## config.mk

```make
export PLATFORM = sky130hd
export DESIGN_NAME = rom_port_arbiter
export DESIGN_NICKNAME = d
export VERILOG_FILES = /design/src/rtl/rom_arb_pkg.sv /design/src/rtl/rom_rsp_slot.sv /design/src/rtl/rom_port_arbiter.sv
export SDC_FILE = /design/constraint.sdc
export NUM_CORES = 1
export LEC_CHECK = 0
export CAP_MARGIN = 15
export CORE_AREA = 10 10 125 127
export DETAILED_ROUTE_END_ITERATION = 12
export DIE_AREA = 0 0 135 137
export MAX_ROUTING_LAYER = met4
export PLACE_DENSITY = 0.78
export REMOVE_ABC_BUFFERS = 1
export SYNTH_ARGS = -nofsm -noshare
export SYNTH_HDL_FRONTEND = slang
export SYNTH_SLANG_ARGS = --single-unit
```

## constraint.sdc

```tcl
create_clock -name clk -period 2.8 [get_ports clk]
set_input_delay 0.56 -clock clk [delete_from_list [all_inputs] [get_ports clk]]
set_output_delay 0.56 -clock clk [all_outputs]
set_load 0.03 [all_outputs]
```

## src/rtl/rom_arb_pkg.sv

```systemverilog
// Shared types and the address legality rule for the ROM port arbiter.
package rom_arb_pkg;

    typedef enum logic [1:0] {
        GNT_NONE = 2'd0,
        GNT_IF   = 2'd1,
        GNT_D    = 2'd2
    } grant_e;

    typedef enum logic {
        SLOT_EMPTY = 1'b0,
        SLOT_FULL  = 1'b1
    } slot_state_e;

    // Byte address is legal when word aligned and its word index lies inside the ROM.
    // Callers zero-extend their address to 64 bits so one function serves any ADDR_W.
    function automatic logic addr_ok(input logic [63:0] addr, input logic [63:0] rom_words);
        return (addr[1:0] == 2'b00) && ((addr >> 2) < rom_words);
    endfunction

endpackage

```

## src/rtl/rom_rsp_slot.sv

```systemverilog
// One-entry registered response slot: holds a ROM word and error flag until drained.
module rom_rsp_slot
    import rom_arb_pkg::*;
#(
    parameter int DATA_W = 32
) (
    input  logic              clk,
    input  logic              rst_n,
    input  logic              load_i,
    input  logic              drain_i,
    input  logic              clear_i,
    input  logic [DATA_W-1:0] data_i,
    input  logic              err_i,
    output logic              valid_o,
    output logic [DATA_W-1:0] data_o,
    output logic              err_o
);

    slot_state_e       state_q;
    logic [DATA_W-1:0] data_q;
    logic              err_q;

    // Slot FSM: clear beats load beats drain; a load with a same-cycle drain stays FULL.
    always_ff @(posedge clk or negedge rst_n) begin
        if (!rst_n) begin
            state_q <= SLOT_EMPTY;
            data_q  <= '0;
            err_q   <= 1'b0;
        end else if (clear_i) begin
            state_q <= SLOT_EMPTY;
            data_q  <= '0;
            err_q   <= 1'b0;
        end else if (load_i) begin
            state_q <= SLOT_FULL;
            data_q  <= data_i;
            err_q   <= err_i;
        end else if (drain_i) begin
            state_q <= SLOT_EMPTY;
        end
    end

    assign valid_o = (state_q == SLOT_FULL);
    assign data_o  = data_q;
    assign err_o   = err_q;

endmodule

```

## src/rtl/rom_port_arbiter.sv

```systemverilog
// Shares the combinational instruction ROM read port between instruction fetch
// and the data-load unit, with a starvation guard for fetch and one response slot each.
module rom_port_arbiter
    import rom_arb_pkg::*;
#(
    parameter int ADDR_W     = 32,
    parameter int DATA_W     = 32,
    parameter int ROM_WORDS  = 1024,
    parameter int STARVE_MAX = 4
) (
    input  logic              clk,
    input  logic              rst_n,
    input  logic              flush,
    input  logic              if_req_valid,
    input  logic [ADDR_W-1:0] if_req_addr,
    output logic              if_req_ready,
    output logic              if_rsp_valid,
    output logic [DATA_W-1:0] if_rsp_data,
    output logic              if_rsp_err,
    input  logic              if_rsp_ready,
    input  logic              d_req_valid,
    input  logic [ADDR_W-1:0] d_req_addr,
    output logic              d_req_ready,
    output logic              d_rsp_valid,
    output logic [DATA_W-1:0] d_rsp_data,
    output logic              d_rsp_err,
    input  logic              d_rsp_ready,
    output logic [ADDR_W-1:0] rom_addr,
    input  logic [DATA_W-1:0] rom_inst
);

    localparam int CNT_W = (STARVE_MAX < 1) ? 1 : $clog2(STARVE_MAX + 1);
    localparam logic [CNT_W-1:0] CNT_MAX = CNT_W'(STARVE_MAX);

    grant_e            grant;
    logic              if_elig, d_elig;
    logic              if_ok, d_ok;
    logic [CNT_W-1:0]  starve_q, starve_d;
    logic [ADDR_W-1:0] rom_addr_q;
    logic [DATA_W-1:0] if_load_data, d_load_data;

    // A slot is free when empty or being drained this very cycle.
    assign if_elig = if_req_valid && (!if_rsp_valid || if_rsp_ready) && !flush;
    assign d_elig  = d_req_valid  && (!d_rsp_valid  || d_rsp_ready);

    // Arbiter: D normally wins a tie; IF wins once it has lost STARVE_MAX times in a row.
    always_comb begin
        grant = GNT_NONE;
        if (if_elig && d_elig)
            grant = (starve_q == CNT_MAX) ? GNT_IF : GNT_D;
        else if (if_elig)
            grant = GNT_IF;
        else if (d_elig)
            grant = GNT_D;
    end

    assign if_req_ready = (grant == GNT_IF);
    assign d_req_ready  = (grant == GNT_D);

    // ROM address follows the winner; with no winner it parks on the last driven address.
    always_comb begin
        rom_addr = rom_addr_q;
        case (grant)
            GNT_IF:  rom_addr = if_req_addr;
            GNT_D:   rom_addr = d_req_addr;
            default: rom_addr = rom_addr_q;
        endcase
    end

    // Starvation count: grows only while IF is eligible and loses to D.
    always_comb begin
        starve_d = '0;
        if (if_elig && grant == GNT_D)
            starve_d = (starve_q == CNT_MAX) ? starve_q : starve_q + 1'b1;
    end

    // Registered state of the arbiter itself.
    always_ff @(posedge clk or negedge rst_n) begin
        if (!rst_n) begin
            starve_q   <= '0;
            rom_addr_q <= '0;
        end else begin
            starve_q   <= starve_d;
            rom_addr_q <= rom_addr;
        end
    end

    // Illegal addresses still complete, but return a zero word flagged as an error.
    assign if_ok        = addr_ok(64'(if_req_addr), 64'(ROM_WORDS));
    assign d_ok         = addr_ok(64'(d_req_addr), 64'(ROM_WORDS));
    assign if_load_data = if_ok ? rom_inst : '0;
    assign d_load_data  = d_ok  ? rom_inst : '0;

    rom_rsp_slot #(.DATA_W(DATA_W)) u_if_slot (
        .clk     (clk),
        .rst_n   (rst_n),
        .load_i  (grant == GNT_IF),
        .drain_i (if_rsp_valid && if_rsp_ready),
        .clear_i (flush),
        .data_i  (if_load_data),
        .err_i   (!if_ok),
        .valid_o (if_rsp_valid),
        .data_o  (if_rsp_data),
        .err_o   (if_rsp_err)
    );

    rom_rsp_slot #(.DATA_W(DATA_W)) u_d_slot (
        .clk     (clk),
        .rst_n   (rst_n),
        .load_i  (grant == GNT_D),
        .drain_i (d_rsp_valid && d_rsp_ready),
        .clear_i (1'b0),
        .data_i  (d_load_data),
        .err_i   (!d_ok),
        .valid_o (d_rsp_valid),
        .data_o  (d_rsp_data),
        .err_o   (d_rsp_err)
    );

endmodule
```

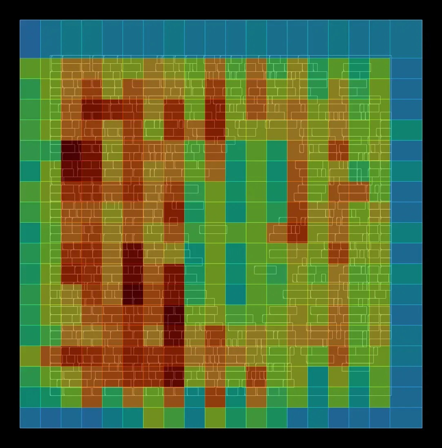
Fig. 1. Routing congestion map (run 1).
met2 usage: 30.86%
met1 usage: 21.55%
met3 layer usage reported by global route: 5.975%
overall fraction of global-route tracks in use: 19.25%
WL per Instance: 24.07 um

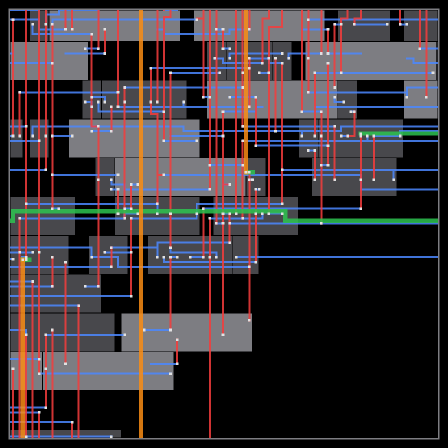
Fig. 2. Zoomed window (run 1).
Region (52, 81) to (82, 111) um. Cells in grey, sequential cells in the stronger grey; small squares are vias.
Key: met3 = green; met2 = red; met4 = orange; met1 = blue
32 logic cells have their middle in the window. Netlist names of flops here include `u_if_slot.data_o` (5), `u_d_slot.data_o` (3). Sequential cells in the window: 9. Most frequent: dfrtp_1 (9), nand2_1 (6).

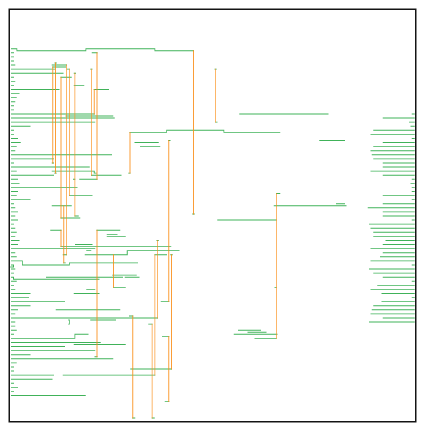
Fig. 3. Wiring by layer (run 1).
(3 px per um) Two of the layers only.
Key: met3 = green [wire length 1810 um]; met4 = orange [wire length 811 um]

==> run_results.csv, run 1 <==
group,metric,value,unit
final_layout,buffers_excl_clock,253,
route,drt_first_pass_iters,4,
floorplanning,n_tap_cell,176,
synthesis,synth-compound-area-share,28.84,%
synthesis,yosys_warnings,0,
floorplanning,area_of_the_core,13090,sq um
floorplanning,rows,42,
synthesis,synth-async-reset-ratio,100.0,%
pwr,p_leak,3.675,nW
setup_path,crit_slowest_cell,"sky130_fd_sc_hd__ha_4",
route,postRouteWirelength,20560,um
synthesis,topCombFamilyByArea,"AND-OR/OR-AND gates",
route,detailroute.via_count,4715,
synthesis,syn-mean-instance-area,11.23,sq um
route,met2_wirelength,10060,um
final_timing,setup_total_negative_slack,-0.9321,ns
synthesis,flop_cell,"sky130_fd_sc_hd__dfrtp_1",
final_layout,flop_area,2577,sq um
final_timing,hold_viol,0,
final_layout,layout.cells.non_filler,854,
synthesis,simple_gate_area_share,9.414,%
placed_design,gp_congestion,0.8457,
synthesis,yosys-top-cells-area,"sky130_fd_sc_hd__dfrtp_1 (52%), sky130_fd_sc_hd__o32ai_2 (9.4%), sky130_fd_sc_hd__o41ai_2 (9.4%)",
route,vias_per_cell,5.521,
synthesis,postSynthSeqShare,51.58,%
flow_run,max_cap_viol_count,0,
final_timing,layout_worst_path_cycle_share,103.8,%
pwr,share_clk_of_total_power,30.4,%
synthesis,adder_share,1.002,%
clocking,cts_tree,"yes",
floorplanning,die_area,18500,sq um
placed_design,place_worst_setup_slack,-0.3664,ns
final_timing,grt_setup_unrepaired,"true",
final_layout,seqAreaFraction,29.32,%
pwr,switching_share,31.77,%
setup_path,rr_worst_depth,11,
final_layout,logic_gates,237,
status,violations,"negative setup slack",
clocking,numCtsBuffers,9,
final_layout,n_clock_buffer,11,
setup_path,worst-endpoint-required,2.24,ns
final_layout,num-fill-cells,872,
synthesis,synth-seq-cells,103,
clocking,cts_hold_buffers,0,
pwr,maxPowerGroup,"sequential cells",
synthesis,xor_share,0.1753,%
final_layout,layout.nets,779,
pwr,internal_power,2.902,mW
final_timing,worst_slack,-0.1052,ns
floorplanning,die-width,135,um
route,highest_routed_metal_layer,"met4",
final_layout,comb_share,30.69,%
global_routing,grt_remaining_overflow,0,
synthesis,synth.area.mux_share,0,%
setup_path,critical_path.startpoint_type,"primary input",
pwr,vdd.ir_drop.worst,0.0004104,V
clocking,cts.clk_slew.worst_paths,0.08,ns
clocking,clock.latency.late_pin,0.36,ns
route,met3_routed_length,1811,um
synthesis,synth-area-yosys,4997,sq um
setup_path,worstSetupEndpointType,"primary output",
floorplanning,core_util_floorplan,38.19,%
setup_path,cp.depth,10,
pwr,power.sequential.total,1.62,mW
synthesis,synth_cell_type_count,33,
final_layout,most-common-layout-cells,"sky130_fd_sc_hd__clkdlybuf4s50_1 (164), sky130_fd_sc_hd__dfrtp_1 (103), sky130_fd_sc_hd__inv_1 (66)",
route,drc_violations,0,
setup_path,worst_path_largest_cell_delay,0.32,ns
route,postRouteAntennaNets,0,
route,wirelength_met1,7880,um
pwr,seq_power_share,38.2,%
status,outcome,"complete, but fails checks",
final_layout,antenna-diode-count,1,
final_timing,timing_worst_slew_pin_value,0.6554,ns
min_path,hold_path.class,"primary input to async pin",
setup_path,regToRegStartpoint,"starve_q[0]",
final_layout,layout_cells_sized_above_1,39.73,%
setup_path,cp_cell_sequence,"clkdlybuf4s15_1 -> nand2b_4 -> and3_4 -> a31o_4 -> ha_4 -> buf_12 -> clkbuf_16 -> nand2_2 -> o21ai_4 -> buf_6",
synthesis,yosysMostFrequentCell,"sky130_fd_sc_hd__dfrtp_1",
final_layout,postLayoutCoreUtil,67.17,%
global_routing,largest_net_degree_at_the_start_of_global_routing,57,
final_layout,layout.area.comb,2698,sq um
setup_path,worst-setup-path-type,"primary input to primary output",
setup_path,rrSetupSlack,0.20,ns
final_layout,most_instantiated_logic_cell_after_routing,"sky130_fd_sc_hd__clkdlybuf4s50_1",
final_layout,design_area_final,8790,sq um
synthesis,top_cell_area_share,51.58,%
setup_path,critPathMaxFanout,6,
placed_design,numPortBuffers,204,
synthesis,top_area_cell,"sky130_fd_sc_hd__dfrtp_1",
final_timing,timing.final.setup_violations,29,
setup_path,critical_path_capture_point,"rom_addr[9]",
final_timing,worst_hold_check_slack,0.2258,ns
clocking,clock_sinks,103,
synthesis,post_synth_inst_count,445,
setup_path,critical-path-top-delay-family,"buffers and inverters",
pwr,switchingPower,1.351,mW
pwr,pwr.group.combinational,1.33,mW
==> run 2, diff against run 1 <==
--- a/config.mk
+++ b/config.mk
@@ -9,9 +9,9 @@
 export CORE_AREA = 10 10 125 127
 export DETAILED_ROUTE_END_ITERATION = 12
 export DIE_AREA = 0 0 135 137
+export HOLD_SLACK_MARGIN = 0.02
 export MAX_ROUTING_LAYER = met4
 export PLACE_DENSITY = 0.78
-export REMOVE_ABC_BUFFERS = 1
 export SYNTH_ARGS = -nofsm -noshare
 export SYNTH_HDL_FRONTEND = slang
 export SYNTH_SLANG_ARGS = --single-unit
==> run 2 against run 1 <==
Against the previous run:
- the run still ends with negative setup slack left
- core utilization increased by 1.3 points
- sequential power is essentially flat
- sequential cell count is the same
==> run_results.csv, run 2 <==
group,metric,value,unit
final_layout,n_clock_buffer,10,
synthesis,synth-area-yosys,4997,sq um
final_layout,postLayoutCoreUtil,68.44,%
synthesis,syn-mean-instance-area,11.23,sq um
final_layout,seqAreaFraction,28.78,%
synthesis,xor_share,0.1753,%
floorplanning,die-width,135,um
pwr,seq_power_share,36.5,%
setup_path,cp-startpoint,"u_if_slot.valid_o",
setup_path,worst-setup-path-type,"flip-flop to primary output",
floorplanning,rows,42,
final_layout,most-common-layout-cells,"sky130_fd_sc_hd__clkdlybuf4s50_1 (164), sky130_fd_sc_hd__dfrtp_1 (103), sky130_fd_sc_hd__inv_1 (66)",
synthesis,simple_gate_area_share,9.414,%
route,drt_first_pass_iters,4,
setup_path,cp.depth,10,
pwr,switchingPower,1.317,mW
setup_path,critPathMaxFanout,5,
final_layout,layout.nets,805,
synthesis,postSynthNetCount,552,
route,vias_per_cell,5.341,
min_path,hold_path.class,"primary input to async pin",
route,highest_routed_metal_layer,"met4",
setup_path,cp_cell_sequence,"nand2b_4 -> and3_4 -> a31o_4 -> ha_4 -> buf_6 -> buf_12 -> buf_12 -> buf_16 -> o21ai_4 -> buf_6",
synthesis,yosysMostFrequentCell,"sky130_fd_sc_hd__dfrtp_1",
final_timing,timing.slew.headroom,55.11,%
final_timing,worst_hold_check_slack,0.2230,ns
final_timing,timing.final.setup_violations,9,
synthesis,yosys-top-cells-area,"sky130_fd_sc_hd__dfrtp_1 (52%), sky130_fd_sc_hd__o32ai_2 (9.4%), sky130_fd_sc_hd__o41ai_2 (9.4%)",
floorplanning,die_area,18500,sq um
status,violations,"negative setup slack",
setup_path,regToRegStartpoint,"starve_q[0]",
final_layout,bufAreaShareNonClock,33.41,%
setup_path,worst-endpoint-required,2.24,ns
route,met2_wirelength,9952,um
global_routing,largest_net_degree_at_the_start_of_global_routing,55,
clocking,post_cts_resize_count,70,
floorplanning,n_tap_cell,176,
global_routing,track_usage,20.53,%
final_timing,worst_slack,-0.06124,ns
synthesis,top_cell_area_share,51.58,%
setup_path,rr_worst_depth,11,
final_timing,timing_worst_slew_pin_value,0.6733,ns
final_layout,layout.area.comb,2575,sq um
synthesis,synthesis.area,4997,sq um
status,outcome,"complete, but fails checks",
synthesis,synth-compound-area-share,28.84,%
final_layout,design_area_final,8955,sq um
final_layout,antenna-diode-count,1,
route,postRouteAntennaNets,0,
global_routing,use_met3,5.095,%
clocking,clock.latency.late_pin,0.35,ns
clocking,postCtsSetupRepairBufs,23,
pwr,finalPower,4.393,mW
synthesis,yosys_warnings,0,
pwr,switching_share,29.99,%
setup_path,rrSetupSlack,0.34,ns
final_timing,fin_worst_skew,0.006977,ns
pwr,power.sequential.total,1.60,mW
synthesis,synth.area.mux_share,0,%
route,detail_route.iter0.violations,346,
route,wirelength_met1,7591,um
synthesis,adder_share,1.002,%
setup_path,critical-path-top-delay-family,"buffers and inverters",
final_timing,layout_worst_path_cycle_share,102.2,%
pwr,p_leak,3.790,nW
final_layout,logic_gates,237,
placed_design,numPortBuffers,204,
final_layout,buffers_excl_clock,279,
synthesis,synth-seq-cells,103,
setup_path,worstSetupEndpointType,"primary output",
global_routing,globalRouteMet2Util,34.43,%
floorplanning,area_of_the_core,13090,sq um
global_routing,grt_remaining_overflow,0,
final_layout,layout_cells_sized_above_1,39.26,%
clocking,cts_tree,"yes",
setup_path,critical_path.startpoint_type,"flip-flop",
synthesis,synth_cell_type_count,33,
route,met3_routed_length,1285,um
synthesis,post_synth_inst_count,445,
pwr,internal_power,3.076,mW
final_timing,setup_total_negative_slack,-0.4356,ns
clocking,clk_root_buffer_cell,"sky130_fd_sc_hd__clkbuf_16",
synthesis,synth-async-reset-ratio,100.0,%
placed_design,place_worst_setup_slack,-0.3692,ns
final_layout,comb_share,28.76,%
global_routing,grt_first_pass_wirelength,28960,um
final_timing,grt_setup_unrepaired,"true",
final_layout,area_share_clock_buf_inv,3.717,%
floorplanning,core_util_floorplan,38.19,%
placed_design,gp_congestion,0.8400,
global_routing,global_route.peak_usage_layer,"met2",
flow_run,tool_warnings,31,
synthesis,top_area_cell,"sky130_fd_sc_hd__dfrtp_1",
setup_path,worst_path_largest_cell_delay,0.40,ns
final_timing,hold_viol,0,
synthesis,flop_cell,"sky130_fd_sc_hd__dfrtp_1",
pwr,power_clock,1.40,mW
pwr,pwr.group.combinational,1.39,mW
clocking,cts_hold_buffers,0,
clocking,cts.clk_slew.worst_paths,0.07,ns
synthesis,number_of_standard_cells_reported_by_yosys,445,
clocking,clock_sinks,103,
placed_design,placedInstanceArea,7746,sq um
placed_design,detailed_place_hpwl,12950,um
route,drc_violations,0,
global_routing,grt_pass1_vias,5100,
pwr,maxPowerGroup,"sequential cells",
final_layout,flop_area,2577,sq um
clocking,numCtsBuffers,9,
synthesis,postSynthSeqShare,51.58,%
synthesis,topCombFamilyByArea,"AND-OR/OR-AND gates",
final_layout,num-fill-cells,823,
pwr,vdd.ir_drop.worst,0.0003416,V
setup_path,crit_slowest_cell,"sky130_fd_sc_hd__dfrtp_1",
pwr,share_clk_of_total_power,31.8,%
synthesis,synth.cells.most_frequent,"sky130_fd_sc_hd__dfrtp_1 (103), sky130_fd_sc_hd__nand2_1 (71), sky130_fd_sc_hd__inv_1 (68), sky130_fd_sc_hd__a22oi_1 (32), sky130_fd_sc_hd__o21ai_0 (32)",
flow_run,max_cap_viol_count,0,
route,wl_per_cell,21.90,um
setup_path,critical_path_capture_point,"rom_addr[4]",
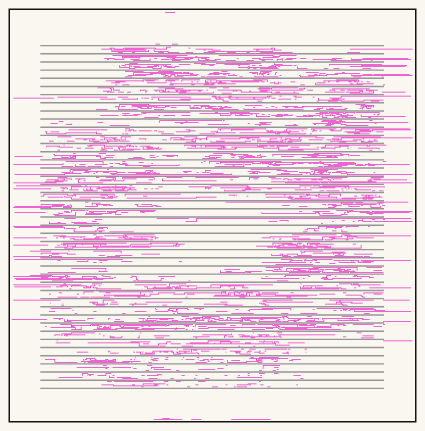
Fig. 4. Metal 1 (run 2).
(3 px per um) Supply wires on this layer in grey.
The layer holds 39% of the routed length. The layer carries 7590 um of wire. The wires run mostly horizontal.
sum of routed wire length over all layers: 19270 um
number of vias after detailed routing: 4700
met1 usage: 23.23%

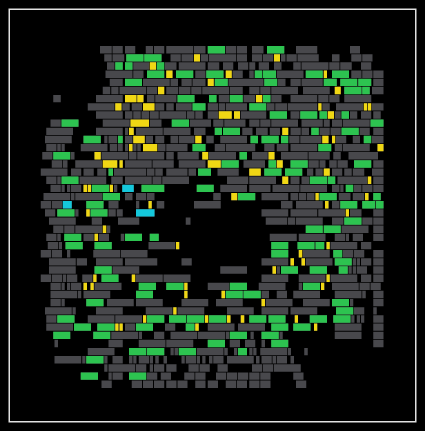
Fig. 5. Selected gate families (run 2).
(3 px per um)
Key: NAND gates = yellow [cells 79]; AND-OR and OR-AND gates = cyan [cells 3]; inverting AOI/OAI gates = green [cells 131, where widely spread]
most instantiated logic cell after routing: sky130_fd_sc_hd__clkdlybuf4s50_1
post-route non-filler standard cell count: 880

==> run 3, diff against run 2 <==
--- a/config.mk
+++ b/config.mk
@@ -9,9 +9,10 @@
 export CORE_AREA = 10 10 125 127
 export DETAILED_ROUTE_END_ITERATION = 12
 export DIE_AREA = 0 0 135 137
-export HOLD_SLACK_MARGIN = 0.02
+export HOLD_SLACK_MARGIN = 0.05
 export MAX_ROUTING_LAYER = met4
 export PLACE_DENSITY = 0.78
+export SKIP_CTS_REPAIR_TIMING = 1
 export SYNTH_ARGS = -nofsm -noshare
 export SYNTH_HDL_FRONTEND = slang
 export SYNTH_SLANG_ARGS = --single-unit
==> run 3 against run 2 <==
Against the previous run:
- the flow still finishes with violations (negative setup slack)
- first-iteration DRC count is 5.2% higher
- sequential share of layout area rose by 1.2 points
- die area is the same
- area after synthesis is the same
- critical path depth rose by 1
- synthesized cell count unchanged
- clock skew shrank 0.0022 ns
- critical endpoint is now rom_addr[24]
==> run_results.csv, run 3 <==
group,metric,value,unit
status,violations,"negative setup slack",
synthesis,syn-mean-instance-area,11.23,sq um
clocking,cts_tree,"yes",
setup_path,crit_slowest_cell,"sky130_fd_sc_hd__dfrtp_1",
setup_path,worstSetupEndpointType,"primary output",
global_routing,grtUsageMet1,22.39,%
floorplanning,n_tap_cell,176,
flow_run,max_cap_viol_count,0,
synthesis,number_of_standard_cells_reported_by_yosys,445,
placed_design,placedInstanceArea,7746,sq um
final_timing,worst_hold_check_slack,0.2400,ns
route,detail_route.iter0.violations,364,
global_routing,grt_first_pass_wirelength,26500,um
final_layout,seqAreaFraction,29.95,%
status,outcome,"complete, but fails checks",
global_routing,use_met3,5.425,%
global_routing,globalRouteMet2Util,30.40,%
synthesis,synth_cell_type_count,33,
synthesis,postSynthSeqShare,51.58,%
synthesis,synth-async-reset-ratio,100.0,%
floorplanning,die-width,135,um
route,postRouteAntennaNets,0,
final_layout,buffers_excl_clock,267,
setup_path,regToRegStartpoint,"starve_q[0]",
final_layout,bufAreaShareNonClock,32.98,%
floorplanning,die_area,18500,sq um
clocking,clk_root_buffer_cell,"sky130_fd_sc_hd__clkbuf_16",
final_layout,flop_area,2577,sq um
synthesis,synth-seq-cells,103,
final_timing,timing.final.setup_violations,1,
global_routing,largest_net_degree_at_the_start_of_global_routing,55,
setup_path,worst-setup-path-type,"flip-flop to primary output",
pwr,share_clk_of_total_power,32.9,%
final_layout,logic_gates,237,
setup_path,critical-path-top-delay-family,"buffers and inverters",
global_routing,grt_pass1_vias,4739,
floorplanning,rows,42,
synthesis,topCombFamilyByArea,"AND-OR/OR-AND gates",
synthesis,adder_share,1.002,%
pwr,internal_power,2.987,mW
route,drt_first_pass_iters,5,
final_layout,layout_cells_sized_above_1,33.86,%
setup_path,worst-endpoint-required,2.24,ns
route,met3_routed_length,1286,um
synthesis,post_synth_inst_count,445,
final_timing,fin_worst_skew,0.004811,ns
synthesis,postSynthNetCount,552,
setup_path,cp.depth,11,
final_timing,worst_slack,-0.001689,ns
pwr,maxPowerGroup,"sequential cells",
synthesis,xor_share,0.1753,%
pwr,p_leak,3.689,nW
final_layout,design_area_final,8607,sq um
final_layout,layout.cells.non_filler,869,
synthesis,synth.area.mux_share,0,%
pwr,switchingPower,1.243,mW
synthesis,yosys-top-cells-area,"sky130_fd_sc_hd__dfrtp_1 (52%), sky130_fd_sc_hd__o32ai_2 (9.4%), sky130_fd_sc_hd__o41ai_2 (9.4%)",
setup_path,cp_cell_sequence,"inv_2 -> ha_4 -> nand2_4 -> nand3_2 -> and2_4 -> ha_4 -> buf_4 -> clkbuf_16 -> nand2_1 -> o21ai_2 -> buf_6",
placed_design,detailed_place_hpwl,12950,um
placed_design,numPortBuffers,204,
pwr,finalPower,4.230,mW
final_layout,most-common-layout-cells,"sky130_fd_sc_hd__clkdlybuf4s50_1 (164), sky130_fd_sc_hd__dfrtp_1 (103), sky130_fd_sc_hd__inv_1 (67)",
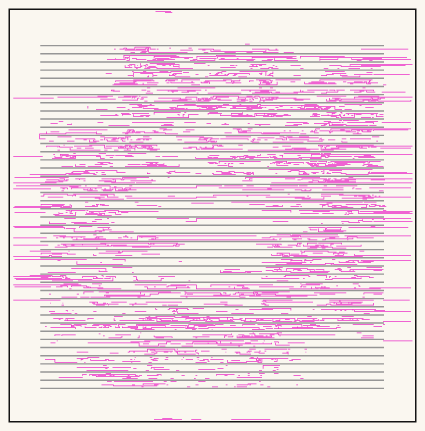
Fig. 6. Metal 1 (run 3).
(3 px per um) Supply wires on this layer in grey.
720 nets have wire on it. The layer holds 40% of the routed length. The wires run mostly horizontal.

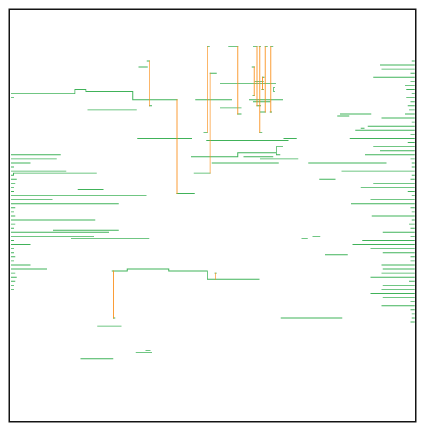
Fig. 7. Wiring by layer (run 3).
(3 px per um) Two of the layers only.
Key: met3 = green [wire length 1290 um]; met4 = orange [wire length 254 um]
number of vias after detailed routing: 4621
overall fraction of global-route tracks in use: 18.72%
WL per Instance: 21.41 um
sum of routed wire length over all layers: 18610 um

No activity file was given, so power comes from the tool's default toggle rates.
